File: src/rtl/freq_counter_mc.sv
// -----------------------------------------------------------------------------
// freq_counter_mc
//
// Multi-channel gated frequency counter. Every test input and the GPS 1 PPS
// reference are synchronised into the fastclk domain and reduced to one-cycle
// rising-edge strobes. Edges of each channel are accumulated over a gate of
// 1..(2^GATE_W-1) PPS periods. At gate close one saturating count per channel
// is published together with sticky overflow flags and a wrapping sequence
// number. Loss of PPS drops lock and discards the partial gate.
//
// Parameters
//   CHANNELS    : number of test inputs (1..8)
//   CNT_W       : count width per channel
//   GATE_W      : width of gate_secs
//   PPS_TIMEOUT : fastclk cycles without a PPS edge before lock is dropped
//
// Ports
//   fastclk      in  : sole clock, rising edge
//   rst          in  : synchronous active-high reset
//   test_in      in  : asynchronous signals to measure, bit i = channel i
//   gps_pps      in  : asynchronous 1 PPS gate reference
//   gate_secs    in  : gate length in PPS periods (0 behaves as 1)
//   count_out    out : latched counts, channel i at [i*CNT_W +: CNT_W]
//   ovf_out      out : per-channel overflow flag of the latched gate
//   result_valid out : one-cycle pulse when the latched outputs update
//   gate_seq     out : completed-gate counter, wraps 255 -> 0
//   pps_locked   out : high while PPS edges arrive within PPS_TIMEOUT
// -----------------------------------------------------------------------------
module freq_counter_mc #(
  parameter int CHANNELS    = 2,
  parameter int CNT_W       = 32,
  parameter int GATE_W      = 4,
  parameter int PPS_TIMEOUT = 150000000
) (
  input  logic                      fastclk,
  input  logic                      rst,
  input  logic [CHANNELS-1:0]       test_in,
  input  logic                      gps_pps,
  input  logic [GATE_W-1:0]         gate_secs,
  output logic [CHANNELS*CNT_W-1:0] count_out,
  output logic [CHANNELS-1:0]       ovf_out,
  output logic                      result_valid,
  output logic [7:0]                gate_seq,
  output logic                      pps_locked
);

  localparam int                NIN       = CHANNELS + 1;
  localparam int                TMO_W     = $clog2(PPS_TIMEOUT + 1);
  localparam logic [TMO_W-1:0]  TMO_LIMIT = TMO_W'(PPS_TIMEOUT);
  localparam logic [CNT_W-1:0]  CNT_MAX   = '1;

  typedef enum logic {
    S_IDLE,
    S_COUNT
  } state_t;

  // ---------------------------------------------------------------------------
  // Input conditioning. PPS rides as the top bit of the same vector as the test
  // inputs so every input sees exactly the same pipeline latency (pad -> strobe
  // is 3 cycles) and the gate boundaries line up with the channel edges.
  // ---------------------------------------------------------------------------
  logic [NIN-1:0] w_raw;
  logic [NIN-1:0] r_meta;
  logic [NIN-1:0] r_sync;
  logic [NIN-1:0] r_prev;
  logic [NIN-1:0] r_edge;

  assign w_raw = {gps_pps, test_in};

  always_ff @(posedge fastclk) begin
    if (rst) begin
      r_meta <= '0;
      r_sync <= '0;
      r_prev <= '0;
      r_edge <= '0;
    end else begin
      r_meta <= w_raw;
      r_sync <= r_meta;
      r_prev <= r_sync;
      r_edge <= r_sync & ~r_prev;
    end
  end

  logic [CHANNELS-1:0] w_ch_edge;
  logic                w_pps_edge;

  assign w_ch_edge  = r_edge[CHANNELS-1:0];
  assign w_pps_edge = r_edge[CHANNELS];

  // ---------------------------------------------------------------------------
  // Gate state
  // ---------------------------------------------------------------------------
  state_t                             r_state, r_state_next;
  logic [CHANNELS-1:0][CNT_W-1:0]     r_acc, r_acc_next;
  logic [CHANNELS-1:0]                r_ovf_acc, r_ovf_acc_next;
  logic [GATE_W-1:0]                  r_sec, r_sec_next;
  logic [GATE_W-1:0]                  r_target, r_target_next;
  logic [TMO_W-1:0]                   r_tmo, r_tmo_next;
  logic [CHANNELS-1:0][CNT_W-1:0]     r_count, r_count_next;
  logic [CHANNELS-1:0]                r_ovf, r_ovf_next;
  logic                               r_valid, r_valid_next;
  logic [7:0]                         r_seq, r_seq_next;
  logic                               r_locked, r_locked_next;

  // Accumulator value including this cycle's strobe; used both for normal
  // counting and as the gate result so a strobe coincident with the closing
  // PPS strobe is credited to the closing gate.
  logic [CHANNELS-1:0][CNT_W-1:0]     w_acc_inc;
  logic [CHANNELS-1:0]                w_ovf_inc;
  logic [CHANNELS-1:0]                w_acc_sat;

  generate
    for (genvar gi = 0; gi < CHANNELS; gi++) begin : g_chan
      assign w_acc_sat[gi] = (r_acc[gi] == CNT_MAX);
      assign w_acc_inc[gi] = (w_ch_edge[gi] && !w_acc_sat[gi]) ?
                             r_acc[gi] + CNT_W'(1) : r_acc[gi];
      assign w_ovf_inc[gi] = r_ovf_acc[gi] | (w_ch_edge[gi] & w_acc_sat[gi]);
    end
  endgenerate

  logic [GATE_W-1:0] w_gate_load;
  logic [GATE_W-1:0] w_sec_inc;
  logic [TMO_W-1:0]  w_tmo_inc;

  assign w_gate_load = (gate_secs == '0) ? GATE_W'(1) : gate_secs;
  assign w_sec_inc   = r_sec + GATE_W'(1);
  assign w_tmo_inc   = r_tmo + TMO_W'(1);

  always_comb begin
    r_state_next   = r_state;
    r_acc_next     = r_acc;
    r_ovf_acc_next = r_ovf_acc;
    r_sec_next     = r_sec;
    r_target_next  = r_target;
    r_tmo_next     = r_tmo;
    r_count_next   = r_count;
    r_ovf_next     = r_ovf;
    r_valid_next   = 1'b0;
    r_seq_next     = r_seq;
    r_locked_next  = r_locked;

    case (r_state)
      S_IDLE: begin
        r_acc_next     = '0;
        r_ovf_acc_next = '0;
        r_locked_next  = 1'b0;
        if (w_pps_edge) begin
          r_state_next  = S_COUNT;
          r_locked_next = 1'b1;
          r_target_next = w_gate_load;
          r_sec_next    = '0;
          r_tmo_next    = '0;
        end
      end

      S_COUNT: begin
        r_acc_next     = w_acc_inc;
        r_ovf_acc_next = w_ovf_inc;
        r_tmo_next     = w_tmo_inc;
        // A PPS strobe takes priority over a coincident timeout.
        if (w_pps_edge) begin
          r_tmo_next = '0;
          r_sec_next = w_sec_inc;
          if (w_sec_inc == r_target) begin
            r_count_next   = w_acc_inc;
            r_ovf_next     = w_ovf_inc;
            r_seq_next     = r_seq + 8'd1;
            r_valid_next   = 1'b1;
            r_acc_next     = '0;
            r_ovf_acc_next = '0;
            r_sec_next     = '0;
            r_target_next  = w_gate_load;
          end
        end else if (w_tmo_inc == TMO_LIMIT) begin
          // Partial gate is discarded; latched outputs are left untouched.
          r_state_next   = S_IDLE;
          r_locked_next  = 1'b0;
          r_acc_next     = '0;
          r_ovf_acc_next = '0;
          r_tmo_next     = '0;
        end
      end

      default: begin
        r_state_next = S_IDLE;
      end
    endcase
  end

  always_ff @(posedge fastclk) begin
    if (rst) begin
      r_state   <= S_IDLE;
      r_acc     <= '0;
      r_ovf_acc <= '0;
      r_sec     <= '0;
      r_target  <= '0;
      r_tmo     <= '0;
      r_count   <= '0;
      r_ovf     <= '0;
      r_valid   <= 1'b0;
      r_seq     <= '0;
      r_locked  <= 1'b0;
    end else begin
      r_state   <= r_state_next;
      r_acc     <= r_acc_next;
      r_ovf_acc <= r_ovf_acc_next;
      r_sec     <= r_sec_next;
      r_target  <= r_target_next;
      r_tmo     <= r_tmo_next;
      r_count   <= r_count_next;
      r_ovf     <= r_ovf_next;
      r_valid   <= r_valid_next;
      r_seq     <= r_seq_next;
      r_locked  <= r_locked_next;
    end
  end

  assign count_out    = r_count;
  assign ovf_out      = r_ovf;
  assign result_valid = r_valid;
  assign gate_seq     = r_seq;
  assign pps_locked   = r_locked;

endmodule

File: config.mk
export PLATFORM = sky130hd
export DESIGN_NAME = freq_counter_mc
export DESIGN_NICKNAME = d
export VERILOG_FILES = /design/src/rtl/freq_counter_mc.sv
export SDC_FILE = /design/constraint.sdc
export NUM_CORES = 1
export LEC_CHECK = 0
export CELL_PAD_IN_SITES_DETAIL_PLACEMENT = 1
export CELL_PAD_IN_SITES_GLOBAL_PLACEMENT = 1
export CORE_MARGIN = 2
export CORE_UTILIZATION = 43
export CTS_BUF_LIST = sky130_fd_sc_hd__clkbuf_16
export CTS_CLUSTER_SIZE = 8
export DETAILED_ROUTE_END_ITERATION = 8
export PLACE_DENSITY = 0.81
export SKIP_CTS_REPAIR_TIMING = 1
export SLEW_MARGIN = 20
export SYNTH_ARGS = -nofsm -noshare
export SYNTH_HDL_FRONTEND = slang
export SYNTH_SLANG_ARGS = --single-unit
File: constraint.sdc
create_clock -name fastclk -period 3.55 [get_ports fastclk]
set_input_delay 0.355 -clock fastclk [delete_from_list [all_inputs] [get_ports fastclk]]
set_output_delay 0.355 -clock fastclk [all_outputs]
set_load 0.005 [all_outputs]
### Cells by drive strength, run 1

Drawn at 3 px/um.
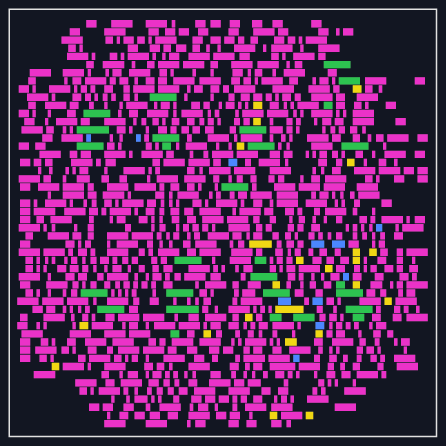
Key: green = x6 and larger [cells 28, share 2.7%]; magenta = x1 and smaller [cells 962, share 94%]; blue = x2 [cells 11, share 1.1%]; yellow = x3 and x4 [cells 23, share 2.2%]
final worst setup slack: 320 ps
Area Growth Syn to Fin: 20.4%
number of signal-net buffers in the layout: 101

### Sequential cells grouped by signal name, run 1

Drawn at 3 px/um. Other sequential cells in the stronger gray, the rest of the logic in the fainter gray.
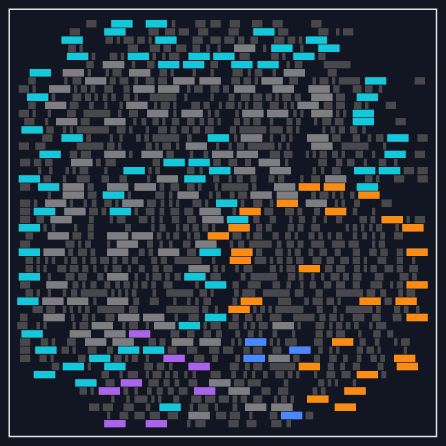
Key: cyan = count_out [sequential cells 64, where spread over the die]; purple = gate_seq [sequential cells 8]; blue = r_sec [sequential cells 4]; orange = r_tmo [sequential cells 28]
Another 87 sequential cells are not colored.

==> impl_metrics.tcl, run 1 <==
# implementation run metrics
set metrics [dict create \
    dpl.cell_count 1226 \
    endpoint "r_acc[9]" \
    numCtsBuffers 17 \
    ys_async_sr_fraction_pct 0 \
    cts_tree "yes" \
    antenna_found_initial 0 \
    floorplan.nets 956 \
    placedInstanceArea_sq_mm 0.00925 \
    dr.pass1.iters 4 \
    initial_core_util_pct 43.7 \
    p_seq_mw 2.16 \
    cp-end-kind "flip-flop" \
    nClkBuffers 17 \
    via_count 7005 \
    ys_area_sq_mm 0.00818 \
    cp-startpoint "r_tmo[3]" \
    dieArea_sq_mm 0.0201 \
    grt_max_degree 90 \
    worstHoldEndpoint "r_state" \
    cp.required_ps 3850 \
    cp_max_fo 66 \
    ios 85 \
    status "finished clean" \
    layout_min_cycle_time_ps 3230 \
    total_power_mw 4.19 \
    insertion_delay_ps 430 \
    seq_area_sq_mm 0.00382 \
    use_met1_pct 26.9 \
    n_all_inverters 23 \
    maxCapViolCount 0 \
    critPathBufInv 1 \
    grt_pass1_wl_mm 35.7 \
    hpwl_mm 14.3 \
    htree_levels 4 \
    ys_top_cells_by_area "dfxtp_1 (47%), nor2_1 (8.7%), a211oi_1 (5.8%), xor2_1 (5.0%), xnor2_1 (4.5%)" \
    seq-cell-share_pct 38.8 \
    top_layer "met4" \
    grt-ovfl-total 0 \
    drt_wl_total_mm 21.0 \
    reg2reg_to "r_acc[9]" \
    fillers 2198 \
    critPathSlowestCell "or4_1" \
    nWellTaps 234 \
    slowest_delay_ps 600 \
    slew_violations 0 \
    wl_per_cell_um 16.7 \
    slew_headroom_pct 33.2 \
    powerDensity_mw_per_mm2 425 \
    fmax_mhz 310 \
    sw_frac_of_total_pct 22.7 \
    arrival_ps 3530 \
    path_class "flip-flop to flip-flop" \
    r2r_slack_ps 320 \
    clk_pin_slew_ps 70 \
    top_area_cell "dfxtp_1" \
    comb_share_pct 41.2 \
    p_comb_mw 0.0740 \
    drt_iter0_drc 349 \
    warnings 27 \
    grt.busiest_layer "met2" \
    sequentialPowerShare_pct 51.6 \
    tightest_slew_ps 1000 \
    fin_util_pct 52.7 \
    grt_use_total_pct 21.8 \
    avgViaCountPerCell 5.57 \
    ys_ff 191 \
    comb_area_sq_mm 0.00406 \
    path_cells "nand4_4 -> or4_1 -> or4_1 -> a22oi_1 -> nand4_1 -> o311ai_4 -> buf_12 -> nor2_1" \
    synth-main-ff-cell "dfxtp_1" \
    nonClkBufAreaFrac_pct 10.1 \
]
### Signal metal coverage by tile, run 1

Drawn at 3 px/um. 28 x 28 tiles, from black (low) to pale yellow (high), scaled to the fullest tile. Values are wire area over tile area, all layers added.
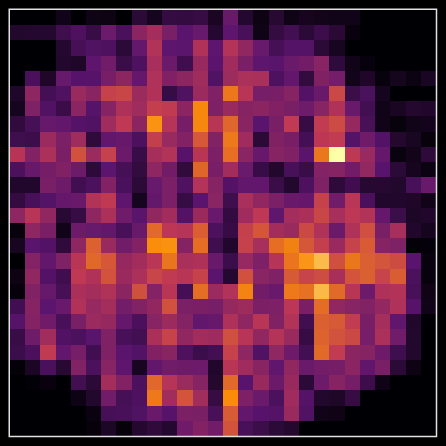
The fullest tile reaches 0.57. 11% of the tiles are nearly empty. The emptiest ninth of the die: top right.

[run 1: layout by cell type, fill, tap and decap left out, drive strengths merged, types with 5 or more instances in the layout]
master / netlist / final
a211oi: 63 / 63
a21oi: 11 / 11
a31oi: 10 / 10
and2: 7 / 7
and3: 19 / 19
and4: 11 / 11
buf: 13 / 18
clkbuf: 37 / 17
clkdlybuf4s50: 0 / 83
clkinv: 0 / 5
dfxtp: 191 / 191
ha: 6 / 6
inv: 23 / 30
mux2i: 5 / 5
nand2: 54 / 54
nand3: 33 / 33
nand4: 40 / 40
nor2: 190 / 190
nor2b: 19 / 19
nor3: 26 / 26
nor4: 20 / 20
o21ai: 17 / 17
o41ai: 5 / 5
or3: 10 / 10
or4: 7 / 7
xnor2: 42 / 42
xor2: 47 / 47
## Run 2: what changed since run 1
--- a/config.mk
+++ b/config.mk
@@ -5,6 +5,7 @@
 export SDC_FILE = /design/constraint.sdc
 export NUM_CORES = 1
 export LEC_CHECK = 0
+export CAP_MARGIN = 20
 export CELL_PAD_IN_SITES_DETAIL_PLACEMENT = 1
 export CELL_PAD_IN_SITES_GLOBAL_PLACEMENT = 1
 export CORE_MARGIN = 2
### Cells by drive strength, run 2

Drawn at 3 px/um.
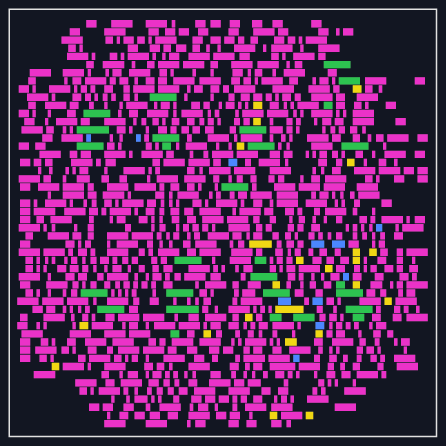
Key: yellow = x3 and x4 [cells 23, share 2.2%]; blue = x2 [cells 11, share 1.1%]; magenta = x1 and smaller [cells 962, share 94%]; green = x6 and larger [cells 28, share 2.7%]
final instance area: 0.00985 sq mm

==> impl_metrics.tcl, run 2 <==
# implementation run metrics
set metrics [dict create \
    status "finished clean" \
    total_power_mw 4.19 \
    grt_pass1_wl_mm 35.7 \
    m1WireLength_mm 9.50 \
    final_layout_top_logic_cell "dfxtp_1" \
    drc 0 \
    p_comb_mw 0.0740 \
    setup_viol_count_final 0 \
    ys_top_cells_by_area "dfxtp_1 (47%), nor2_1 (8.7%), a211oi_1 (5.8%), xor2_1 (5.0%), xnor2_1 (4.5%)" \
    synth-main-ff-cell "dfxtp_1" \
    area_growth_pct 20.4 \
    cp-startpoint "r_tmo[3]" \
    dr.pass1.iters 4 \
    floorplan.nets 956 \
    insertion_delay_ps 430 \
    via_count 7005 \
    comb_area_sq_mm 0.00406 \
    maxCapViolCount 0 \
    placedInstanceArea_sq_mm 0.00925 \
    use_met3_pct 4.07 \
    top_area_cell "dfxtp_1" \
    power_leader "sequential cells" \
    common_cells "dfxtp_1 (191), nor2_1 (190), a211oi_1 (63)" \
    hold_depth 2 \
    wl_per_cell_um 16.7 \
    cp_max_fo 66 \
    dpl.cell_count 1226 \
    vdd_ir_drop_max_v 0.000318 \
    antenna_found_initial 0 \
    ys_types 55 \
    fillers 2198 \
    layout_min_cycle_time_ps 3230 \
    htree_levels 4 \
    regToRegStartpoint "r_tmo[3]" \
    hpwl_mm 14.3 \
    path_class "flip-flop to flip-flop" \
    ff2ff_path_depth 8 \
    endpoint "r_acc[9]" \
    internal_power_mw 3.24 \
    seq_area_sq_mm 0.00382 \
    cp-end-kind "flip-flop" \
    synth_stat.cells 941 \
    setup_ws_ps 320 \
    cts_tree "yes" \
    hold_path_startpoint "rst" \
    met2WireLength_mm 10.5 \
    p_seq_mw 2.16 \
    drt_wl_total_mm 21.0 \
    switching_power_mw 0.952 \
    syn_avg_cell_area_sq_um 8.70 \
    clk_pin_slew_ps 70 \
    rsz0062_at_grt "no" \
    edf_count 0 \
    slew_headroom_pct 33.2 \
    use_met1_pct 26.9 \
    sw_frac_of_total_pct 22.7 \
    finalClockPeriodUsage_pct 91.0 \
    netlist_area_sq_mm 0.00818 \
    tightest_slew_ps 1000 \
    final_hold_viol_count 0 \
    ios 85 \
    synth.top_cell.area_share_pct 46.7 \
    grt_use_total_pct 21.8 \
    grt.busiest_layer "met2" \
    ys_area_sq_mm 0.00818 \
    slew_violations 0 \
    grt_max_degree 90 \
    ys_seq_share_pct 46.7 \
    fin_util_pct 52.7 \
    clockBufferDepth 2 \
    grt-ovfl-total 0 \
    final_cell_mix "dfxtp_1 (191), nor2_1 (190), clkdlybuf4s50_1 (83)" \
    cp.required_ps 3850 \
    sequentialPowerShare_pct 51.6 \
    dieArea_sq_mm 0.0201 \
    warnings 27 \
    ys_ff 191 \
    drt_iter0_drc 349 \
    top_layer "met4" \
    avgViaCountPerCell 5.57 \
    worstHoldEndpoint "r_state" \
    initial_core_util_pct 43.7 \
    r2r_slack_ps 320 \
    cts-root-buf "clkbuf_16" \
    ys.warnings.count 0 \
    insertedDiodeCount 0 \
    numClockSinks 191 \
    powerDensity_mw_per_mm2 425 \
    reg2reg_to "r_acc[9]" \
    place_ws_ps 355 \
    fmax_mhz 310 \
    arrival_ps 3530 \
    numCtsBuffers 17 \
    ys_async_sr_fraction_pct 0 \
]
-- run 2: cell type report --
| type | instances | share of cell area [%] |
|---|---|---|
| flip-flops and latches | 191 | 38.8 |
| multi-input cells | 677 | 41.2 |
| well taps | 234 | 2.97 |
| inverters | 23 | 0.876 |
| clock buffers | 17 | 4.32 |
| clock inverters | 15 | 1.75 |
| repair buffers | 101 | 10.1 |
-- run 2: logic make-up after synthesis --
kind of cell	synth area share, %
compound gates	11.3
xor+xnor	9.82
fa+ha+maj	0.917
buf+inv	3.85
flops	46.7
mux	0.612
simple gates	26.8
-- run 2: critical path, stage by stage, from the launching register on --
cell and delay, ps:
dfxtp_1 530, nand4_4 240, or4_1 600, or4_1 510, a22oi_1 200, nand4_1 240
o311ai_4 320, buf_12 300, nor2_1 90
